==> config.mk <==
export PLATFORM = sky130hd
export DESIGN_NAME = controle_multiciclo
export DESIGN_NICKNAME = d
export VERILOG_FILES = /design/src/rtl/controle_multiciclo.sv
export SDC_FILE = /design/constraint.sdc
export NUM_CORES = 1
export LEC_CHECK = 0
export CAP_MARGIN = 25
export CORE_UTILIZATION = 40
export DETAILED_ROUTE_END_ITERATION = 6
export GPL_TIMING_DRIVEN = 0
export PLACE_DENSITY = 0.81
export SLEW_MARGIN = 0
export SYNTH_ARGS = -nofsm -noshare
export SYNTH_HDL_FRONTEND = slang
export SYNTH_SLANG_ARGS = --single-unit
export TNS_END_PERCENT = 50
==> constraint.sdc <==
create_clock -name clk -period 1.4 [get_ports clk]
set_input_delay 0.28 -clock clk [delete_from_list [all_inputs] [get_ports clk]]
set_output_delay 0.28 -clock clk [all_outputs]
set_load 0.02 [all_outputs]
### Sequential cells coloured by netlist name, run 1

Other sequential cells in the stronger grey, the rest of the logic in the fainter grey.
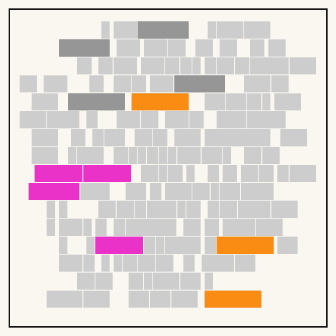
cnt_q: marked magenta, placed flops 4, where middle left. state: marked orange, placed flops 3.
Another 4 sequential cells are not coloured.
register fraction of the total cell area: 0.173
power dissipated in sequential cells: 0.374 mW
core occupancy in the finished layout: 0.707
combined flip-flop and latch cell area: 240 µm²

### Metal 3, run 1

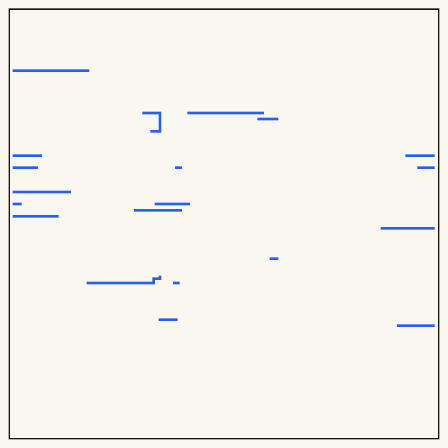
The wires run mostly horizontal. The layer carries 75.4 µm of wire. 17 nets have wire on it. The longest straight run is 8.30 µm. The layer holds 3.1% of the routed length.
global-route met3 utilization: 0.0226
final wirelength: 2.42 mm

### Wiring by layer, run 1

Only two layers are drawn.
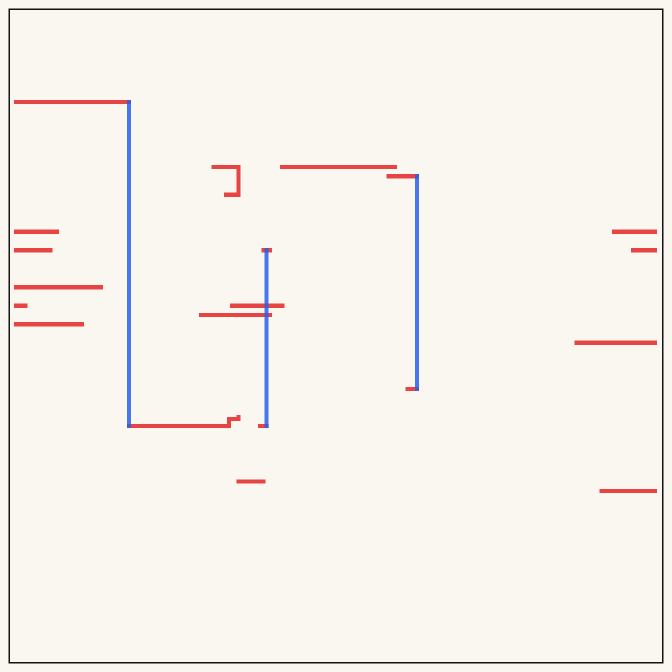
met4: marked blue, wire length 52.4 µm. met3: marked red, wire length 75.4 µm.
average wire length per cell after detail routing: 13.7 µm
GR Util All Layers: 0.224
total via count after detailed routing: 933

==> summary.txt <==
Notes on the physical implementation.

- The total power divided by cell area is roughly 720 nW/µm², for reference.
- The logic depth of the worst register-to-register path is 5, for reference.
- The setup slack of the critical path after layout is -0.422 ns, for reference.
- The clock reaches the later pin of the worst-skew pair after between 0.2 and 0.3 ns.
- The post-route minimum period is around 1.8 ns, for reference.
- The fraction of area in multi-input gates is 0.500, for reference.
- In this run the full chip footprint comes out at 2300 µm².
- The relative area of clock buffers and inverters in the final design is 0.0189, for reference.
- The flow ran to the end, but the final reports show violations.
- The area reported by Yosys stat is approximately 840 µm², for reference.
- The post-synthesis share of cell area spent on and, or, nand and nor gates is 0.386, for reference.
- Counting plain and timing-repair buffers in the layout gives 40.
- The largest delay contributor family on the critical path is AND-OR/OR-AND gates, for reference.
- met1 track demand over resource after global routing is 0.281.
- In the final routing, the length of wire on met1 measures 1.08 mm.
- The stage logs contain a warning count of 30.
- The share of synthesized area in the top cell type comes to 0.261.
- The checks that failed: negative setup slack.
- The fraction of the mapped netlist area in adder cells is 0.0297, for reference.
- The wire-length estimate of the detail-placed layout is around 1.7 mm.
- The final-report setup violation count is 21, for reference.
- The most repeated cell in the gate-level netlist after synthesis is nor2_1, for reference.
- The count of unresolved DRC violations after routing is 0, for reference.
- The headroom to the max-slew limit is 0.655, for reference.
- The number of core rows is 16, for reference.
No activity file was given, so power comes from the tool's default toggle rates.
